**src/rtl/conv1d_transpose_engine_pkg.sv**
```systemverilog
// Shared fixed-point widths, FSM state encoding and sizing helpers for the transposed Conv1D
// engine.
package conv1d_transpose_engine_pkg;

    localparam int unsigned DataWidth   = 16;  // Q8.8 activations and bias
    localparam int unsigned WeightWidth = 8;   // Q1.7 weights
    localparam int unsigned AccWidth    = 32;

    typedef enum logic [2:0] {
        StIdle,
        StLoad,
        StCompute,
        StDrain,
        StOutput,
        StDone
    } state_e;

    // Counter width that never collapses to zero bits.
    function automatic int unsigned cw(input int unsigned n);
        return (n <= 1) ? 1 : $clog2(n);
    endfunction

    function automatic int unsigned out_len(input int unsigned frame_len, input int unsigned stride,
                                            input int unsigned kernel, input int unsigned padding);
        return (frame_len - 1) * stride + kernel - 2 * padding;
    endfunction

endpackage

```
**src/rtl/conv1d_transpose_engine_if.sv**
```systemverilog
// Valid/ready sample stream; the producer uses master, the consumer uses slave.
interface conv1d_transpose_engine_if #(
    parameter int unsigned DATA_WIDTH = 16
) ();

    logic [DATA_WIDTH-1:0] data;
    logic                  valid;
    logic                  ready;

    modport master (output data, output valid, input ready);
    modport slave  (input data, input valid, output ready);

endinterface

```
**src/rtl/conv1d_transpose_engine_mac_sat_stage.sv**
```systemverilog
// Multiply, Q-format shift, accumulate, bias add and 16-bit saturation, shared with the forward
// engine. Build option: define CONVT_LEAKY_RELU_EN for a 0.25-slope leaky ReLU after saturation.
module conv1d_transpose_engine_mac_sat_stage #(
    parameter int unsigned DATA_WIDTH   = 16,
    parameter int unsigned WEIGHT_WIDTH = 8,
    parameter int unsigned ACC_WIDTH    = 32
) (
    input  logic                           clk,
    input  logic                           rst_n,
    input  logic                           in_valid,
    input  logic                           tap_ok,
    input  logic                           tap_first,
    input  logic                           tap_last,
    input  logic signed [DATA_WIDTH-1:0]   sample,
    input  logic signed [WEIGHT_WIDTH-1:0] weight,
    input  logic signed [DATA_WIDTH-1:0]   bias,
    output logic                           res_valid,
    output logic signed [DATA_WIDTH-1:0]   res
);

    localparam int unsigned ProdW = DATA_WIDTH + WEIGHT_WIDTH;
    localparam int unsigned SumW  = ACC_WIDTH + 1;
    localparam int unsigned Frac  = WEIGHT_WIDTH - 1;
    localparam logic signed [SumW-1:0] SatMax =
        {{(SumW - DATA_WIDTH + 1){1'b0}}, {(DATA_WIDTH - 1){1'b1}}};
    localparam logic signed [SumW-1:0] SatMin =
        {{(SumW - DATA_WIDTH + 1){1'b1}}, {(DATA_WIDTH - 1){1'b0}}};

    logic                         v_q, first_q, last_q, res_valid_q;
    logic signed [ProdW-1:0]      mult, prod_q;
    logic signed [DATA_WIDTH-1:0] bias_q, res_q, sat, act;
    logic signed [ACC_WIDTH-1:0]  acc_q, acc_d, prod_ext, acc_base;
    logic signed [SumW-1:0]       sum;

    always_comb begin
        mult     = ProdW'(sample) * ProdW'(weight);
        prod_ext = ACC_WIDTH'(prod_q) >>> Frac;
        acc_base = first_q ? '0 : acc_q;
        acc_d    = acc_base + prod_ext;
        sum      = SumW'(acc_d) + SumW'(bias_q);
        if (sum > SatMax) begin
            sat = SatMax[DATA_WIDTH-1:0];
        end else if (sum < SatMin) begin
            sat = SatMin[DATA_WIDTH-1:0];
        end else begin
            sat = sum[DATA_WIDTH-1:0];
        end
`ifdef CONVT_LEAKY_RELU_EN
        act = sat[DATA_WIDTH-1] ? (sat >>> 2) : sat;
`else
        act = sat;
`endif
    end

    always_ff @(posedge clk or negedge rst_n) begin
        if (!rst_n) begin
            v_q         <= 1'b0;
            first_q     <= 1'b0;
            last_q      <= 1'b0;
            prod_q      <= '0;
            bias_q      <= '0;
            acc_q       <= '0;
            res_q       <= '0;
            res_valid_q <= 1'b0;
        end else begin
            v_q <= in_valid;
            if (in_valid) begin
                prod_q  <= tap_ok ? mult : '0;
                bias_q  <= bias;
                first_q <= tap_first;
                last_q  <= tap_last;
            end
            res_valid_q <= v_q && last_q;
            if (v_q) begin
                acc_q <= acc_d;
                if (last_q) begin
                    res_q <= act;
                end
            end
        end
    end

    assign res_valid = res_valid_q;
    assign res       = res_q;

endmodule

```
**src/rtl/conv1d_transpose_engine.sv**
```systemverilog
// Streaming transposed 1D convolution (gather form): load a frame, compute one tap per cycle,
// then stream results channel-major. Build option CONVT_LEAKY_RELU_EN enables leaky ReLU output.
module conv1d_transpose_engine
    import conv1d_transpose_engine_pkg::*;
#(
    parameter int unsigned DATA_WIDTH   = DataWidth,
    parameter int unsigned WEIGHT_WIDTH = WeightWidth,
    parameter int unsigned ACC_WIDTH    = AccWidth,
    parameter int unsigned FRAME_LEN    = 8,
    parameter int unsigned IN_CH        = 4,
    parameter int unsigned OUT_CH       = 2,
    parameter int unsigned KERNEL_SIZE  = 4,
    parameter int unsigned STRIDE       = 2,
    parameter int unsigned PADDING      = 1
) (
    input  logic                                    clk,
    input  logic                                    rst_n,
    input  logic                                    start,
    conv1d_transpose_engine_if.slave                in_if,
    output logic [cw(IN_CH*OUT_CH*KERNEL_SIZE)-1:0] weight_addr,
    input  logic signed [WEIGHT_WIDTH-1:0]          weight_data,
    output logic [cw(OUT_CH)-1:0]                   bias_addr,
    input  logic signed [DATA_WIDTH-1:0]            bias_data,
    conv1d_transpose_engine_if.master               out_if,
    output logic                                    busy,
    output logic                                    done
);

    localparam int unsigned OutLen = out_len(FRAME_LEN, STRIDE, KERNEL_SIZE, PADDING);
    localparam int unsigned NumIn  = IN_CH * FRAME_LEN;
    localparam int unsigned NumOut = OUT_CH * OutLen;
    localparam int unsigned KW     = cw(KERNEL_SIZE);
    localparam int unsigned IcW    = cw(IN_CH);
    localparam int unsigned OW     = cw(OutLen);
    localparam int unsigned OcW    = cw(OUT_CH);
    localparam int unsigned LdW    = cw(NumIn);
    localparam int unsigned OutW   = cw(NumOut);
    localparam int unsigned WaW    = cw(IN_CH * OUT_CH * KERNEL_SIZE);

    state_e                       state_q;
    logic [LdW-1:0]               ld_cnt_q;
    logic [KW-1:0]                k_q;
    logic [IcW-1:0]               ic_q;
    logic [OW-1:0]                o_q;
    logic [OcW-1:0]               oc_q;
    logic [OutW-1:0]              wr_idx_q, rd_idx_q;
    logic                         data_ready_q, out_valid_q, busy_q, done_q;
    logic [DATA_WIDTH-1:0]        data_out_q;
    logic signed [DATA_WIDTH-1:0] in_buf  [NumIn];
    logic signed [DATA_WIDTH-1:0] out_buf [NumOut];

    logic                         s1_valid_q, s1_ok_q, s1_first_q, s1_last_q;
    logic signed [DATA_WIDTH-1:0] s1_sample_q;
    logic                         res_valid;
    logic signed [DATA_WIDTH-1:0] res;

    logic           k_last, ic_last, o_last, oc_last, tap_ok, ld_fire, out_fire;
    int             t_idx;
    logic [LdW-1:0] src_idx;

    assign k_last   = (k_q == KW'(KERNEL_SIZE - 1));
    assign ic_last  = (ic_q == IcW'(IN_CH - 1));
    assign o_last   = (o_q == OW'(OutLen - 1));
    assign oc_last  = (oc_q == OcW'(OUT_CH - 1));
    assign ld_fire  = in_if.valid && data_ready_q;
    assign out_fire = out_valid_q && out_if.ready;

    // Output position o gathers from input t/STRIDE where t = o + PADDING - k.
    always_comb begin
        t_idx   = int'(o_q) + int'(PADDING) - int'(k_q);
        tap_ok  = (t_idx >= 0) && (t_idx % int'(STRIDE) == 0) &&
                  (t_idx / int'(STRIDE) < int'(FRAME_LEN));
        src_idx = '0;
        if (tap_ok) begin
            src_idx = LdW'(int'(ic_q) * int'(FRAME_LEN) + t_idx / int'(STRIDE));
        end
    end

    assign weight_addr = WaW'(int'(oc_q) * int'(IN_CH * KERNEL_SIZE) +
                              int'(ic_q) * int'(KERNEL_SIZE) + int'(k_q));
    assign bias_addr   = oc_q;

    always_ff @(posedge clk or negedge rst_n) begin
        if (!rst_n) begin
            state_q      <= StIdle;
            ld_cnt_q     <= '0;
            k_q          <= '0;
            ic_q         <= '0;
            o_q          <= '0;
            oc_q         <= '0;
            rd_idx_q     <= '0;
            data_ready_q <= 1'b0;
            out_valid_q  <= 1'b0;
            busy_q       <= 1'b0;
            done_q       <= 1'b0;
            data_out_q   <= '0;
        end else begin
            done_q <= 1'b0;
            unique case (state_q)
                StIdle: begin
                    if (start) begin
                        state_q      <= StLoad;
                        ld_cnt_q     <= '0;
                        data_ready_q <= 1'b1;
                        busy_q       <= 1'b1;
                    end
                end
                StLoad: begin
                    if (ld_fire) begin
                        ld_cnt_q <= ld_cnt_q + LdW'(1);
                        if (ld_cnt_q == LdW'(NumIn - 1)) begin
                            state_q      <= StCompute;
                            data_ready_q <= 1'b0;
                        end
                    end
                end
                StCompute: begin
                    // Loop nest oc, o, ic, k with k innermost; all wrap to 0 at the end.
                    k_q <= k_last ? '0 : k_q + KW'(1);
                    if (k_last) begin
                        ic_q <= ic_last ? '0 : ic_q + IcW'(1);
                        if (ic_last) begin
                            o_q <= o_last ? '0 : o_q + OW'(1);
                            if (o_last) begin
                                oc_q <= oc_last ? '0 : oc_q + OcW'(1);
                                if (oc_last) begin
                                    state_q <= StDrain;
                                end
                            end
                        end
                    end
                end
                StDrain: begin
                    if (res_valid && wr_idx_q == OutW'(NumOut - 1)) begin
                        state_q     <= StOutput;
                        out_valid_q <= 1'b1;
                        rd_idx_q    <= '0;
                        // Entry 0 is still in flight only when the frame has a single result.
                        data_out_q  <= (wr_idx_q == '0) ? res : out_buf[0];
                    end
                end
                StOutput: begin
                    if (out_fire) begin
                        if (rd_idx_q == OutW'(NumOut - 1)) begin
                            state_q     <= StDone;
                            out_valid_q <= 1'b0;
                            busy_q      <= 1'b0;
                            done_q      <= 1'b1;
                        end else begin
                            rd_idx_q   <= rd_idx_q + OutW'(1);
                            data_out_q <= out_buf[rd_idx_q + OutW'(1)];
                        end
                    end
                end
                StDone: begin
                    state_q <= StIdle;
                end
                default: begin
                    state_q <= StIdle;
                end
            endcase
        end
    end

    // S1: sample fetch lines up with the 1-cycle weight and bias ROM reads.
    always_ff @(posedge clk or negedge rst_n) begin
        if (!rst_n) begin
            s1_valid_q  <= 1'b0;
            s1_ok_q     <= 1'b0;
            s1_first_q  <= 1'b0;
            s1_last_q   <= 1'b0;
            s1_sample_q <= '0;
            wr_idx_q    <= '0;
        end else begin
            s1_valid_q  <= (state_q == StCompute);
            s1_ok_q     <= tap_ok;
            s1_first_q  <= (ic_q == '0) && (k_q == '0);
            s1_last_q   <= ic_last && k_last;
            s1_sample_q <= tap_ok ? in_buf[src_idx] : '0;
            if (res_valid) begin
                wr_idx_q <= (wr_idx_q == OutW'(NumOut - 1)) ? '0 : wr_idx_q + OutW'(1);
            end
        end
    end

    always_ff @(posedge clk) begin
        if (ld_fire) begin
            in_buf[ld_cnt_q] <= in_if.data;
        end
        if (res_valid) begin
            out_buf[wr_idx_q] <= res;
        end
    end

    conv1d_transpose_engine_mac_sat_stage #(
        .DATA_WIDTH  (DATA_WIDTH),
        .WEIGHT_WIDTH(WEIGHT_WIDTH),
        .ACC_WIDTH   (ACC_WIDTH)
    ) u_mac (
        .clk      (clk),
        .rst_n    (rst_n),
        .in_valid (s1_valid_q),
        .tap_ok   (s1_ok_q),
        .tap_first(s1_first_q),
        .tap_last (s1_last_q),
        .sample   (s1_sample_q),
        .weight   (weight_data),
        .bias     (bias_data),
        .res_valid(res_valid),
        .res      (res)
    );

    assign in_if.ready  = data_ready_q;
    assign out_if.data  = data_out_q;
    assign out_if.valid = out_valid_q;
    assign busy         = busy_q;
    assign done         = done_q;

endmodule

```
**src/flat_wrapper.sv**
```systemverilog
// flat-port wrapper written by rule: the top's interface ports become plain ports
module conv1d_transpose_engine_flat import conv1d_transpose_engine_pkg::*;
#(
    parameter int unsigned DATA_WIDTH   = DataWidth,
    parameter int unsigned WEIGHT_WIDTH = WeightWidth,
    parameter int unsigned ACC_WIDTH    = AccWidth,
    parameter int unsigned FRAME_LEN    = 8,
    parameter int unsigned IN_CH        = 4,
    parameter int unsigned OUT_CH       = 2,
    parameter int unsigned KERNEL_SIZE  = 4,
    parameter int unsigned STRIDE       = 2,
    parameter int unsigned PADDING      = 1
)
  (clk, rst_n, start, weight_addr, weight_data, bias_addr, bias_data, busy, done, in_if_data, in_if_valid, in_if_ready, out_if_data, out_if_valid, out_if_ready);
  conv1d_transpose_engine_if #(.DATA_WIDTH(DATA_WIDTH)) in_if_i ();
  conv1d_transpose_engine_if #(.DATA_WIDTH(DATA_WIDTH)) out_if_i ();
  input  logic clk;
  input  logic rst_n;
  input  logic start;
  output logic [cw(IN_CH*OUT_CH*KERNEL_SIZE)-1:0] weight_addr;
  input  logic signed [WEIGHT_WIDTH-1:0] weight_data;
  output logic [cw(OUT_CH)-1:0] bias_addr;
  input  logic signed [DATA_WIDTH-1:0] bias_data;
  output logic busy;
  output logic done;
  input wire logic [$bits(in_if_i.data)-1:0] in_if_data;
  input wire logic [$bits(in_if_i.valid)-1:0] in_if_valid;
  output wire logic [$bits(in_if_i.ready)-1:0] in_if_ready;
  output wire logic [$bits(out_if_i.data)-1:0] out_if_data;
  output wire logic [$bits(out_if_i.valid)-1:0] out_if_valid;
  input wire logic [$bits(out_if_i.ready)-1:0] out_if_ready;
  assign in_if_i.data = in_if_data;
  assign in_if_i.valid = in_if_valid;
  assign in_if_ready = in_if_i.ready;
  assign out_if_data = out_if_i.data;
  assign out_if_valid = out_if_i.valid;
  assign out_if_i.ready = out_if_ready;
  conv1d_transpose_engine #(.DATA_WIDTH(DATA_WIDTH), .WEIGHT_WIDTH(WEIGHT_WIDTH), .ACC_WIDTH(ACC_WIDTH), .FRAME_LEN(FRAME_LEN), .IN_CH(IN_CH), .OUT_CH(OUT_CH), .KERNEL_SIZE(KERNEL_SIZE), .STRIDE(STRIDE), .PADDING(PADDING)) u_core (.clk(clk), .rst_n(rst_n), .start(start), .in_if(in_if_i), .weight_addr(weight_addr), .weight_data(weight_data), .bias_addr(bias_addr), .bias_data(bias_data), .out_if(out_if_i), .busy(busy), .done(done));
endmodule
```
**config.mk**
```make
export PLATFORM = sky130hd
export DESIGN_NAME = conv1d_transpose_engine_flat
export DESIGN_NICKNAME = d
export VERILOG_FILES = /design/src/rtl/conv1d_transpose_engine_pkg.sv /design/src/rtl/conv1d_transpose_engine_if.sv /design/src/rtl/conv1d_transpose_engine_mac_sat_stage.sv /design/src/rtl/conv1d_transpose_engine.sv /design/src/flat_wrapper.sv
export SDC_FILE = /design/constraint.sdc
export NUM_CORES = 2
export LEC_CHECK = 0
export ABC_AREA = 1
export CAP_MARGIN = 40
export CORE_MARGIN = 2
export CORE_UTILIZATION = 57
export CTS_CLUSTER_SIZE = 28
export DETAILED_ROUTE_END_ITERATION = 7
export GPL_TIMING_DRIVEN = 1
export PLACE_DENSITY = 0.76
export SETUP_SLACK_MARGIN = 0.2
export SYNTH_ARGS = -nofsm -noshare
export SYNTH_HDL_FRONTEND = slang
export SYNTH_SLANG_ARGS = --single-unit
```
**constraint.sdc**
```tcl
create_clock -name clk -period 5 [get_ports clk]
set_input_delay 1 -clock clk [delete_from_list [all_inputs] [get_ports clk]]
set_output_delay 1 -clock clk [all_outputs]
set_load 0.005 [all_outputs]
```
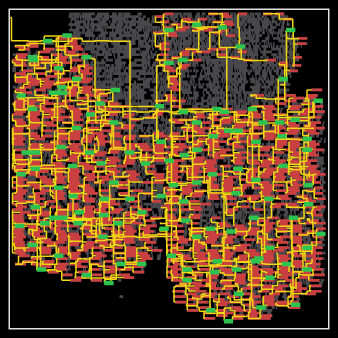
(clock distribution)
Scale: 1 px per um.
- clock drivers: green (count 117)
- flip-flops: red (count 1176)
- clock wires: yellow (length 13100 um)
- routed clock nets: 118
clock tree skew after final layout: 34.3 ps
Clk. pwr: 0.00905 W
Clock Latency Late Sink: 720 ps
Clock Power Share: 0.454

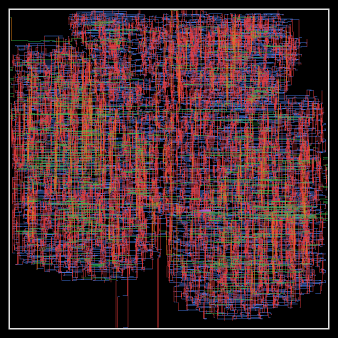
(metal layers overlaid)
Scale: 1 px per um.
- metal 2: red (wire length 71.7 mm)
- metal 4: orange (wire length 5210 um)
- metal 3: green (wire length 12400 um)
- metal 1: blue (wire length 56.9 mm)
- metal 5: purple (wire length 10.1 um)

==> results_slide.txt <==
Flow Results at a Glance

Status
  • Status: finished, final reports clean

Critical path
  • CP Buf/Inv Count: 9
  • Reg2Reg Launch Point: u_core.u_mac.first_q
  • Worst reg-to-reg path cell count: 31
  • Family with the most delay on the worst path: simple AND/OR/NAND/NOR gates
  • Startpoint types: register

Layout
  • Buffering overhead: 0.0566
  • Layout cells sized above 1: 0.146
  • Final Cell Area: 66000 sq um
  • Leading cell kind: flip-flops and latches
  • Clk tree area frac: 0.0597
  • Fraction of area in registers: 0.523
  • Plain + repair buffers: ~400

Placement
  • GPL Wtd Cong: 0.934
  • Placed cells: 6644

Floorplan
  • Die Ht: 318 um
  • I/O pin count: 71

Timing
  • Fmax: 213 MHz
  • Worst hold slack: between 80 and 90 ps
  • Setup ws final: 309 ps
  • Least-Margin Pin Slew: 1380 ps

Drt
  • Initial DRC count: 4643
  • Antenna Nets Post-Route: 0

Logic synthesis
  • Top logic family: simple AND/OR/NAND/NOR gates
  • Fraction of registers with async set/reset: 0.129
  • Yosys xor share: 0.00889
  • Synthesized area per cell: 10.7 sq um
  • Synth Seq Share: 0.615
  • Simple-Gate Fraction of Synth Area: 0.153
  • Cell area after synthesis: 56200 sq um

Clock tree
  • Hold-fix buffers at CTS: 0
  • CTS sink count: roughly 1200
  • CTS max path bufs: 3
  • H-tree Lvls: 3

Power
  • Pwr Density: 302 nW/um^2
  • Reg power frac: 0.532
  • Leak: 25.5 nW
  • Internal: 0.0160 W

GRT
  • Pin count of the biggest net entering global routing: 208
  • First-pass GRT wire length: 222000 um
registers in the layout, summed over array words and instances (netlist names), 16 cells and up:
| register | count |
|---|---|
| u_core.out_if.data | 16 |
| u_core.u_mac.res | 16 |
| u_core.out_buf | 512 |
| u_core.in_buf | 512 |
| u_core.u_mac.prod_q | 17 |
| u_core.u_mac.acc_q | 32 |
| u_core.s1_sample_q | 16 |
| u_core.u_mac.bias_q | 16 |
per-layer routing:
metal | wire (um) | GRT usage | share of wire | vias up
met5 | 10 | 0 | 0.000068 | -
met4 | 5210 | 0.101 | 0.036 | 2
met3 | 12400 | 0.0426 | 0.085 | 339
met2 | 71700 | 0.475 | 0.49 | 2044
met1 | 56900 | 0.373 | 0.39 | 19700
li1 | - | - | - | 18600
Power is estimated from default activity; no workload was simulated.
